Fig. 1: run 1, the metal 1 layer
The bar under the picture is 20 um long.
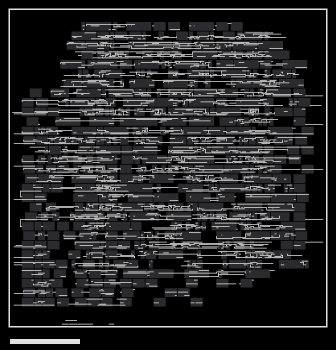
Fig. 2: run 1, the metal 2 layer
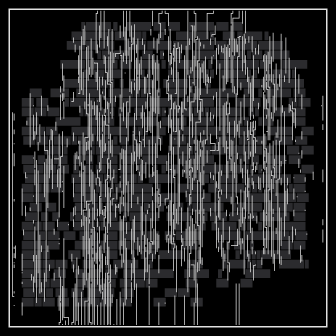
Fig. 3: run 1, M3 wires
The bar under the picture is 20 um long.
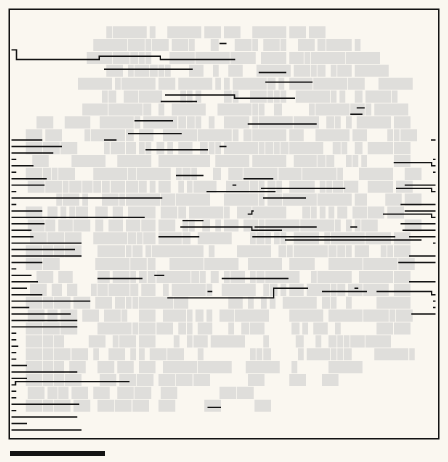
Fig. 4: run 1, where the registers sit
Other sequential cells in the stronger gray, the rest of the logic in the fainter gray.
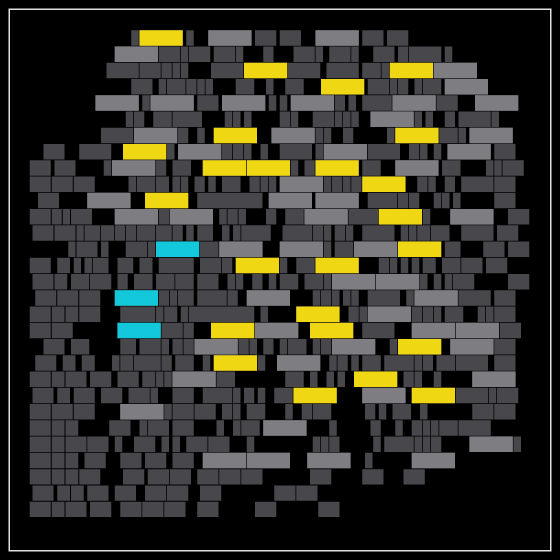
$ cat src/rtl/decrypt_stream_arbiter.sv
// Frame-granular arbiter sharing one decrypt unit between two byte-stream channels.
// Loads the owner's key set and restarts the unit's key rotation before every frame.
module decrypt_stream_arbiter #(
    parameter int PIPE_LAT = 2,
    parameter int CNT_W    = 3
) (
    input  logic        clk,
    input  logic        rst,
    input  logic        cfg_we,
    input  logic        cfg_ch,
    input  logic [23:0] cfg_key,
    input  logic        req0_valid,
    input  logic [7:0]  req0_data,
    input  logic        req0_last,
    output logic        req0_ready,
    input  logic        req1_valid,
    input  logic [7:0]  req1_data,
    input  logic        req1_last,
    output logic        req1_ready,
    output logic        unit_rst_n,
    output logic        unit_en,
    output logic [7:0]  unit_din,
    output logic [23:0] unit_key,
    input  logic        unit_v,
    input  logic [7:0]  unit_dout,
    output logic        out0_v,
    output logic [7:0]  out0_data,
    output logic        out1_v,
    output logic [7:0]  out1_data,
    output logic        grant_ch,
    output logic        busy
);

    typedef enum logic [2:0] {
        IDLE,
        FLUSH,
        LOAD,
        STREAM,
        DRAIN
    } state_t;

    state_t             state;
    state_t             state_nxt;
    logic [23:0]        key0;
    logic [23:0]        key1;
    logic               rr_prio;
    logic [CNT_W-1:0]   cnt;

    logic               any_valid;
    logic               owner;
    logic               sel_valid;
    logic [7:0]         sel_data;
    logic               sel_last;
    logic               accept;
    logic               accept_last;

    // Round-robin only matters when both channels ask in the same IDLE cycle.
    assign any_valid   = req0_valid | req1_valid;
    assign owner       = (req0_valid & req1_valid) ? rr_prio : req1_valid;

    assign sel_valid   = grant_ch ? req1_valid : req0_valid;
    assign sel_data    = grant_ch ? req1_data  : req0_data;
    assign sel_last    = grant_ch ? req1_last  : req0_last;
    assign accept      = (state == STREAM) & sel_valid;
    assign accept_last = accept & sel_last;

    always_comb begin
        state_nxt = state;
        case (state)
            IDLE:    if (any_valid) state_nxt = FLUSH;
            FLUSH:   state_nxt = LOAD;
            LOAD:    state_nxt = STREAM;
            STREAM:  if (accept_last) state_nxt = DRAIN;
            DRAIN:   if (cnt <= CNT_W'(1)) state_nxt = IDLE;
            default: state_nxt = IDLE;
        endcase
    end

    always_ff @(posedge clk) begin
        if (rst) begin
            state    <= IDLE;
            key0     <= '0;
            key1     <= '0;
            unit_key <= '0;
            grant_ch <= 1'b0;
            rr_prio  <= 1'b0;
            cnt      <= '0;
        end else begin
            state <= state_nxt;
            if (cfg_we) begin
                if (cfg_ch) key1 <= cfg_key;
                else        key0 <= cfg_key;
            end
            // Shadow key is frozen for the whole frame; later cfg writes wait for the next grant.
            if (state == IDLE && any_valid) begin
                grant_ch <= owner;
                unit_key <= owner ? key1 : key0;
            end
            if (accept_last) begin
                cnt     <= CNT_W'(PIPE_LAT);
                rr_prio <= ~grant_ch;
            end else if (state == DRAIN) begin
                cnt <= cnt - CNT_W'(1);
            end
        end
    end

    // The unit is also held in reset while rst is asserted, not only during FLUSH.
    assign unit_rst_n = ~rst & (state != FLUSH);
    assign busy       = (state != IDLE);

    always_comb begin
        req0_ready = 1'b0;
        req1_ready = 1'b0;
        unit_en    = 1'b0;
        unit_din   = '0;
        out0_v     = 1'b0;
        out0_data  = '0;
        out1_v     = 1'b0;
        out1_data  = '0;
        if (state == STREAM) begin
            req0_ready = ~grant_ch;
            req1_ready = grant_ch;
            unit_en    = sel_valid;
            unit_din   = sel_data;
        end
        if (state == STREAM || state == DRAIN) begin
            if (grant_ch) begin
                out1_v    = unit_v;
                out1_data = unit_dout;
            end else begin
                out0_v    = unit_v;
                out0_data = unit_dout;
            end
        end
    end

endmodule

$ cat config.mk
export PLATFORM = sky130hd
export DESIGN_NAME = decrypt_stream_arbiter
export DESIGN_NICKNAME = d
export VERILOG_FILES = /design/src/rtl/decrypt_stream_arbiter.sv
export SDC_FILE = /design/constraint.sdc
export NUM_CORES = 1
export LEC_CHECK = 0
export CORE_MARGIN = 3
export CORE_UTILIZATION = 50
export DETAILED_ROUTE_END_ITERATION = 12
export PLACE_DENSITY = 0.85
export SYNTH_ARGS = -nofsm -noshare
export SYNTH_HDL_FRONTEND = slang
export SYNTH_SLANG_ARGS = --single-unit
$ cat constraint.sdc
create_clock -name clk -period 3.8 [get_ports clk]
set_input_delay 0.57 -clock clk [delete_from_list [all_inputs] [get_ports clk]]
set_output_delay 0.57 -clock clk [all_outputs]
set_load 0.02 [all_outputs]
==> results.json, run 1 <==
{
  "hold_viol_final": 0,
  "grt_pass1_vias": 3393,
  "grt_max_degree": 81,
  "slowest_stage": "clkdlybuf4s50_1",
  "path_class": "reg2out",
  "hold_buffers": 0,
  "status": "finished clean",
  "insertedDiodeCount": 0,
  "critPathLaunch": "state[1]",
  "layout.cells.most_common": "clkdlybuf4s50_1",
  "pwr-share-clk_pct": 33.1,
  "num_rows": 30,
  "crit_end": "out1_data[2]",
  "critPathCaptureType": "output pin",
  "antenna_left": 0,
  "edf_count": 0,
  "finalSetupTns_ns": 0,
  "hold_class": "reg2reg",
  "synth_cell_types": 34,
  "dr.pass1.iters": 4,
  "max_stage_delay_ns": 0.61,
  "total_power_mw": 2.09,
  "grt_setup_unrepaired": "no",
  "cts-buffers-inserted": 9,
  "critical_path_arrival_ns": 2.61,
  "cts_setup_buffers": 0,
  "fin_crit_sh_pct": 83.7,
  "busiest_layer": "met2",
  "fin_ws_ns": 0.621,
  "synthesis.nets": 478,
  "cp.depth": 4,
  "fillCellCount": 522,
  "synthToLayoutAreaGrowth_pct": 37.3,
  "drt_iter0_drc": 260,
  "setup_viol": 0,
  "hold_slack_ns": 0.459,
  "seq_area_frac_synth_pct": 45.0,
  "synth-warning-count": 0,
  "slew_headroom_pct": 33.1,
  "r2r_end": "unit_key[17]",
  "p_switching_uw": 590,
  "max_freq_mhz": 315,
  "io_pins": 113,
  "ctsResizeCount": 0,
  "drcViolationCount": 0,
  "startpoint_type": "flop",
  "synth_top_cell_by_area": "dfxtp_1",
  "internal-power_mw": 1.50,
  "cap_violations": 0,
  "drive_gt1_share_pct": 9.13,
  "power_leader": "sequential cells",
  "min_path_cells": 2,
  "r2r_slack_ns": 1.84,
  "clk-power_uw": 692,
  "reg.largest.list": "key0: 24 flops, key1: 24 flops, unit_key: 24 flops",
  "yosys_cells": 420,
  "final_cell_mix": "clkdlybuf4s50_1 (111), nand2_1 (100), dfxtp_1 (80)",
  "overflow": 0,
  "grt_pass1_wl_um": 15800,
  "dieWidth_um": 90.4,
  "cts_root_buffer": "clkbuf_8",
  "port_buffers": 112,
  "async_flop_share_pct": 0,
  "logic_family": "AND-OR/OR-AND gates",
  "min_from": "key0[8]",
  "pwr-share-seq_pct": 45.0,
  "r2r_cells": 4,
  "synth_area_mm2": 0.00356,
  "slew_viol_final": 0,
  "ys_sh_simple_pct": 18.9,
  "fin_nets": 568,
  "fin_crit_ns": 3.18,
  "wire_per_inst_um": 15.8,
  "dp_slack_ns": 0.959,
  "critical-path-top-delay-family": "simple AND/OR/NAND/NOR gates",
  "synth_chip_area_mm2": 0.00356,
  "worstPathCellList": "nand3b_1 > a21oi_2 > and2_1 > clkdlybuf4s50_1",
  "place_congestion": 0.773,
  "clkSlewWorstSetupHoldPaths_ns": 0.08,
  "fp.dieH_um": 90.4,
  "ys_sh_adder_pct": 0.352,
  "htreeDepth": 3,
  "critPathRequiredTime_ns": 3.23,
  "power_density_mw_per_mm2": 427,
  "antenna_found_initial": 0,
  "viasPerCell": 5.48,
  "stdcell_area_mm2": 0.00488,
  "dp_hpwl_um": 6300,
  "whs_endpoint": "key0[8]",
  "tool_warnings": 26,
  "post_dp_cell_area_mm2": 0.00466,
  "cp_max_fo": 17,
  "dieArea_mm2": 0.00816,
  "tightest_slew_ns": 1.00,
  "comb_power_share_pct": 21.8,
  "synth_top_area_share_pct": 45.0
}
-- Fig. 1 (at the start) --
main direction: horizontal
longest straight run: 24.4 um
nets with wire on the layer: 511
share of all routed wire: 40%
GR Layer Usage met1: 27.0%
Post-Route WL: 9670 um

-- Fig. 2 (at the start) --
main direction: vertical
longest straight run: 52.5 um
share of all routed wire: 50%
nets with wire on the layer: 489
met2 usage in global routing: 40.1%
vias: 3348

-- Fig. 3 (at the start) --
share of all routed wire: 8.9%
nets with wire on the layer: 85
main direction: horizontal
met3 usage in global routing: 7.42%

-- Fig. 4 (at the start) --
legend:
  cyan:
    netlist_name: state
    sequential_cells: 3
  yellow:
    netlist_name: key0
    sequential_cells: 24
not colored: 53
Layout Utilization: 71.5%
sequential group power: 940 uW
FF/Latch Area: 0.00160 mm^2

[run 1: area by class of cell]
class	count	area, um^2	area share [%]
clock buffers	11	141	2.89
multi-input cells	273	1680	34.5
flip-flops and latches	80	1600	32.8
clock inverters	5	78.8	1.61
repair buffers	116	1150	23.5
well taps	96	120	2.46
inverters	30	113	2.31
[run 1: synth_stat cells, types with 4 or more instances]
cell        n
nand2_1   100
a221oi_1    6
o32ai_1    24
nor2_1     14
clkbuf_1   25
mux2i_1     9
and2_1     19
inv_1      29
a21oi_1    52
buf_2       9
a221oi_2   19
dfxtp_1    80
nor3_1      4
[run 1: routing by layer]
| layer | wire length (um) | up-vias |
|---|---|---|
| li1 | - | 1622 |
| met1 | 3830 | 1579 |
| met2 | 4880 | 137 |
| met3 | 857 | 10 |
| met4 | 98 | 0 |
| met5 | 0 | - |
==> run 2: changes to the inputs <==
--- a/config.mk
+++ b/config.mk
@@ -6,9 +6,9 @@
 export NUM_CORES = 1
 export LEC_CHECK = 0
 export CORE_MARGIN = 3
-export CORE_UTILIZATION = 50
+export CORE_UTILIZATION = 42
 export DETAILED_ROUTE_END_ITERATION = 12
-export PLACE_DENSITY = 0.85
+export PLACE_DENSITY = 0.76
 export SYNTH_ARGS = -nofsm -noshare
 export SYNTH_HDL_FRONTEND = slang
 export SYNTH_SLANG_ARGS = --single-unit
==> constraint.sdc (replaced) <==
create_clock -name clk -period 2.7 [get_ports clk]
set_input_delay 0.405 -clock clk [delete_from_list [all_inputs] [get_ports clk]]
set_output_delay 0.405 -clock clk [all_outputs]
set_load 0.02 [all_outputs]
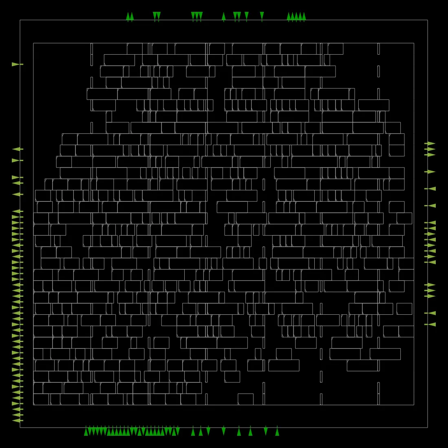
Fig. 5. Cell outlines without signal wires (run 2).
FP Rows: 32
Seq/total area: 31.9%

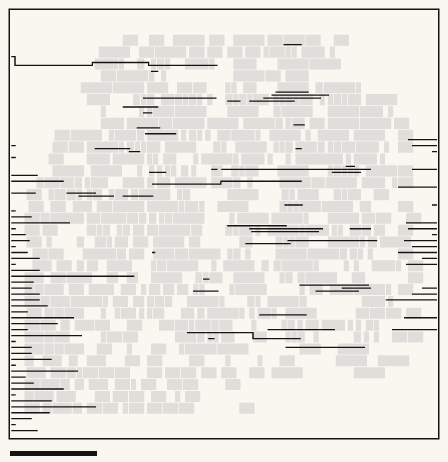
Fig. 6. M3 wires (run 2).
The bar under the picture is 20 um long.
nets with wire on the layer: 83
longest straight run: 34.0 um
share of all routed wire: 8.3%
wire length on this layer: 834 um
vias: 3393
Post-Route WL: 10100 um
met3 usage in global routing: 5.43%

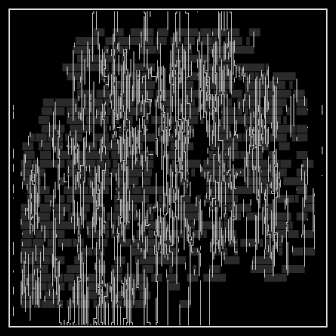
Fig. 7. The metal 2 layer (run 2).
met2 usage in global routing: 34.2%

==> results.json, run 2 <==
{
  "overflow": 0,
  "place_congestion": 0.791,
  "hold_buffers": 0,
  "tightest_slew_ns": 0.905,
  "fillCellCount": 670,
  "dieArea_mm2": 0.00961,
  "layout.cells.most_common": "nand2_1",
  "fin_crit_sh_pct": 98.0,
  "slowest_stage": "clkdlybuf4s50_1",
  "async_flop_share_pct": 0,
  "post_dp_cell_area_mm2": 0.00475,
  "netlist_top_cells_count": "nand2_1 (100), dfxtp_1 (80), a21oi_1 (52)",
  "grt_pass1_vias": 3356,
  "dp_hpwl_um": 6600,
  "final_cells": 627,
  "cap_violations": 0,
  "slew_headroom_pct": 39.7,
  "synthToLayoutAreaGrowth_pct": 41.2,
  "edf_count": 0,
  "dieWidth_um": 98.0,
  "wl_met3_um": 833,
  "comb_power_share_pct": 22.8,
  "power_density_mw_per_mm2": 583,
  "startpoint_type": "flop",
  "drt_iter0_drc": 208,
  "synth_cell_types": 34,
  "total_power_mw": 2.93,
  "cts_root_buffer": "clkbuf_8",
  "pwr-share-seq_pct": 44.9,
  "ys_sh_adder_pct": 0.352,
  "fin_crit_ns": 2.65,
  "ys_sh_xor_pct": 0.492,
  "critical_path_arrival_ns": 2.24,
  "r2r_slack_ns": 1.07,
  "stdcell_area_mm2": 0.00503,
  "max_freq_mhz": 378,
  "tool_warnings": 26,
  "ctsResizeCount": 4,
  "seq_area_mm2": 0.00160,
  "cts_setup_buffers": 0,
  "ys_sh_simple_pct": 18.9,
  "fin_nets": 578,
  "finalSetupTns_ns": 0,
  "insertedDiodeCount": 0,
  "yosys_cells": 420,
  "cp_max_fo": 9,
  "synthesis.nets": 478,
  "antenna_found_initial": 0,
  "critical-path-top-delay-family": "simple AND/OR/NAND/NOR gates",
  "status": "finished clean",
  "dr.pass1.iters": 5,
  "fp.dieH_um": 98.0,
  "drt-met1-wl_um": 4160,
  "setup_viol": 0,
  "max_stage_delay_ns": 0.59,
  "pwr-share-clk_pct": 32.3,
  "path_class": "reg2out",
  "grt_max_degree": 81,
  "synth_top_cell_by_area": "dfxtp_1",
  "port_buffers": 112,
  "synth_chip_area_mm2": 0.00356,
  "synth-warning-count": 0,
  "hold_class": "reg2reg",
  "clk-power_uw": 947,
  "final_cell_mix": "nand2_1 (100), clkdlybuf4s50_1 (94), dfxtp_1 (78)",
  "critPathCaptureType": "output pin",
  "drive_gt1_share_pct": 11.6,
  "most_common_cell": "nand2_1",
  "postLayoutCoreUtil_pct": 63.1,
  "critPathRequiredTime_ns": 2.30,
  "p_switching_uw": 856,
  "cts-buffers-inserted": 9,
  "antenna_left": 0,
  "worstPathCellList": "or3b_4 > a21oi_4 > and2_1 > clkdlybuf4s50_1",
  "synth_top_area_share_pct": 45.0,
  "seq_area_frac_synth_pct": 45.0,
  "comb_area_mm2": 0.00170,
  "synth_area_mm2": 0.00356,
  "io_pins": 113,
  "dp_slack_ns": 0.202,
  "hold_viol_final": 0,
  "hold_slack_ns": 0.457,
  "logic_family": "AND-OR/OR-AND gates"
}
-- run 2: cell counts after synthesis --
No cell type changed its count.
-- run 2: final timing paths --
check / start / end / depth (start not counted)
setup / recovery: state[0] / out0_data[0] / 4
hold / removal: key0[2] / key0[2] / 2
hold reg to reg: key0[2] / key0[2] / 2
setup reg to reg: state[0] / rr_prio / 4
-- run 2: cell type report --
type | count | share of cell area [%]
multi-input combinational | 273 | 33.9
sequential | 80 | 31.9
timing repair buffer | 126 | 25.1
clock buffer | 12 | 3.29
tap | 102 | 2.54
inverter | 30 | 2.24
clock inverter | 4 | 1.02
-- run 2: worst register-to-register path, cell delays in order (launching register included) --
cell	delay (ns)
dfxtp_1	0.49
nand3b_1	0.27
buf_4	0.28
or3_1	0.36
a21oi_1	0.15
==> run 3: changes to the inputs <==
--- a/config.mk
+++ b/config.mk
@@ -5,7 +5,7 @@
 export SDC_FILE = /design/constraint.sdc
 export NUM_CORES = 1
 export LEC_CHECK = 0
-export CORE_MARGIN = 3
+export CORE_MARGIN = 4
 export CORE_UTILIZATION = 42
 export DETAILED_ROUTE_END_ITERATION = 12
 export PLACE_DENSITY = 0.76
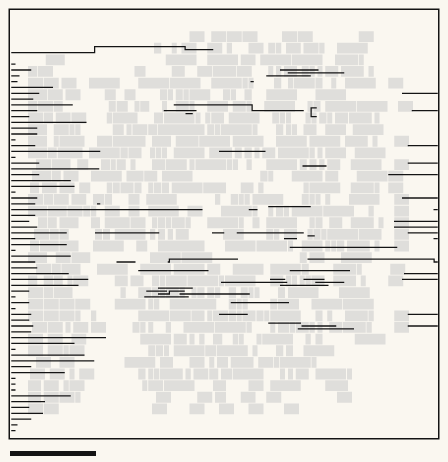
Fig. 8. M3 wires (run 3).
The bar under the picture is 20 um long.
longest straight run: 44.4 um
share of all routed wire: 11%
wire length on this layer: 1030 um
Post-Route WL: 9780 um
met3 usage in global routing: 6.39%
vias: 3403

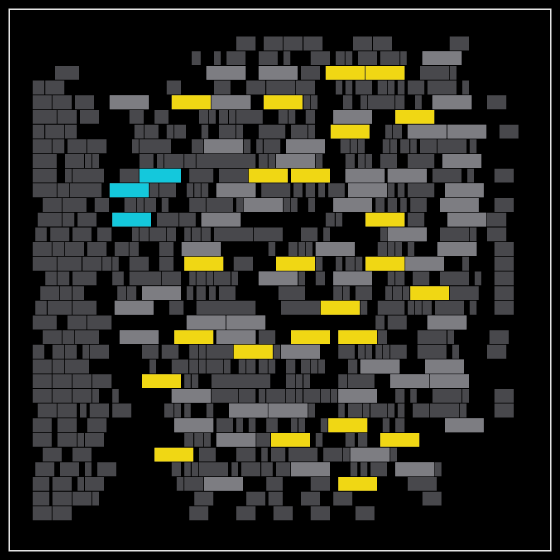
Fig. 9. Where the registers sit (run 3).
Other sequential cells in the stronger gray, the rest of the logic in the fainter gray.
sequential group power: 1.32 mW
Seq/total area: 31.6%
Layout Utilization: 61.8%
FF/Latch Area: 0.00160 mm^2

==> results.json, run 3 <==
{
  "slowest_stage": "clkdlybuf4s50_1",
  "ys_sh_simple_pct": 18.9,
  "insertedDiodeCount": 0,
  "p_switching_uw": 827,
  "post_dp_cell_area_mm2": 0.00476,
  "cp_max_fo": 12,
  "met2_length_um": 4830,
  "worstPathCellList": "nand3b_1 > buf_4 > buf_4 > nor2_1 > clkdlybuf4s50_1",
  "path_class": "reg2out",
  "min_path_cells": 2,
  "hold_viol_final": 0,
  "critPathCaptureType": "output pin",
  "fp.dieH_um": 100,
  "comb_power_share_pct": 21.9,
  "r2r_cells": 5,
  "finalSetupTns_ns": 0,
  "wl_met3_um": 1030,
  "tool_warnings": 26,
  "edf_count": 0,
  "status": "finished clean",
  "dieWidth_um": 100,
  "drcViolationCount": 0,
  "synth_top_cell_by_area": "dfxtp_1",
  "grt_pass1_vias": 3455,
  "total_power_mw": 3.07,
  "io_pins": 113,
  "place_congestion": 0.750,
  "grtUsageMet1_pct": 24.0,
  "htreeDepth": 3,
  "tightest_slew_ns": 0.902,
  "synth_top_area_share_pct": 45.0,
  "grt_pass1_wl_um": 16200,
  "cp.depth": 5,
  "clkSlewWorstSetupHoldPaths_ns": 0.08,
  "min_from": "key0[16]",
  "pwr-share-clk_pct": 35.3,
  "antenna_found_initial": 0,
  "dp_hpwl_um": 6590,
  "drive_gt1_share_pct": 11.3,
  "stdcell_area_mm2": 0.00508,
  "internal-power_mw": 2.24,
  "async_flop_share_pct": 0,
  "hold_class": "reg2reg",
  "startpoint_type": "flop",
  "seq_area_frac_synth_pct": 45.0,
  "slew_viol_final": 0,
  "antenna_left": 0,
  "drt_iter0_drc": 220,
  "grt_max_degree": 81,
  "logic_family": "AND-OR/OR-AND gates",
  "cts_root_buffer": "clkbuf_8",
  "ys_sh_xor_pct": 0.492,
  "r2r_slack_ns": 1.16,
  "fin_nets": 577,
  "dp_slack_ns": 0.142,
  "fin_crit_ns": 2.50,
  "yosys_cells": 420,
  "drt-met1-wl_um": 3810,
  "max_stage_delay_ns": 0.63,
  "reg.largest.list": "key0: 24 flops, key1: 24 flops, unit_key: 24 flops",
  "power_density_mw_per_mm2": 604,
  "setup_viol": 0,
  "overflow": 0,
  "busiest_layer": "met2",
  "cap_violations": 0,
  "critical_path_arrival_ns": 2.10
}
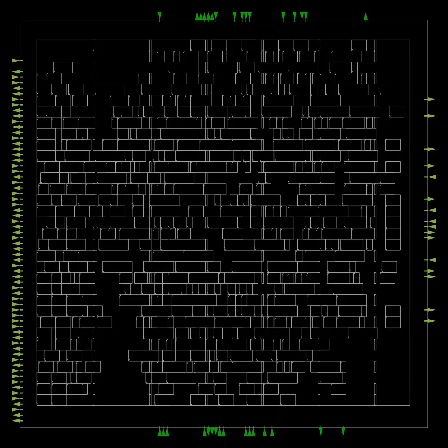
Fig. 10. Cell outlines without signal wires (run 3).
fillers: 706
core box area: 0.00822 mm^2
number of sequential cells: 80
FP Rows: 33
post-route insts no fill: 629

==> run 3: timing repair <==
item	CTS	global route
hold buffers	0	0
gates resized	6	16
setup endpoints to repair	18	16
endpoints found under the hold margin	0	0
buffers inserted	1	0
pin swaps	0	1
==> run 3: layout make-up <==
cell class,count,area (um^2)
multi-input cells,273,1700
flip-flops and latches,80,1600
repair buffers,125,1280
inverters,30,113
clock inverters,5,103
fillers,706,3140
well taps,105,131
clock buffers,11,151
==> run 3: through the flow <==
step,hold slack [ns],std cells
after floorplan,0.436,420
final,0.457,629
after global placement,0.441,612
after CTS,0.459,629
after global routing,0.470,629
after detailed placement,0.446,612
==> run 3: path summary, 6_finish.rpt <==
kind,endpoint
setup / recovery,unit_din[0]
hold / removal,key0[16]
setup reg to reg,state[2]
hold reg to reg,key0[16]
Power and IR drop assume default switching activity.
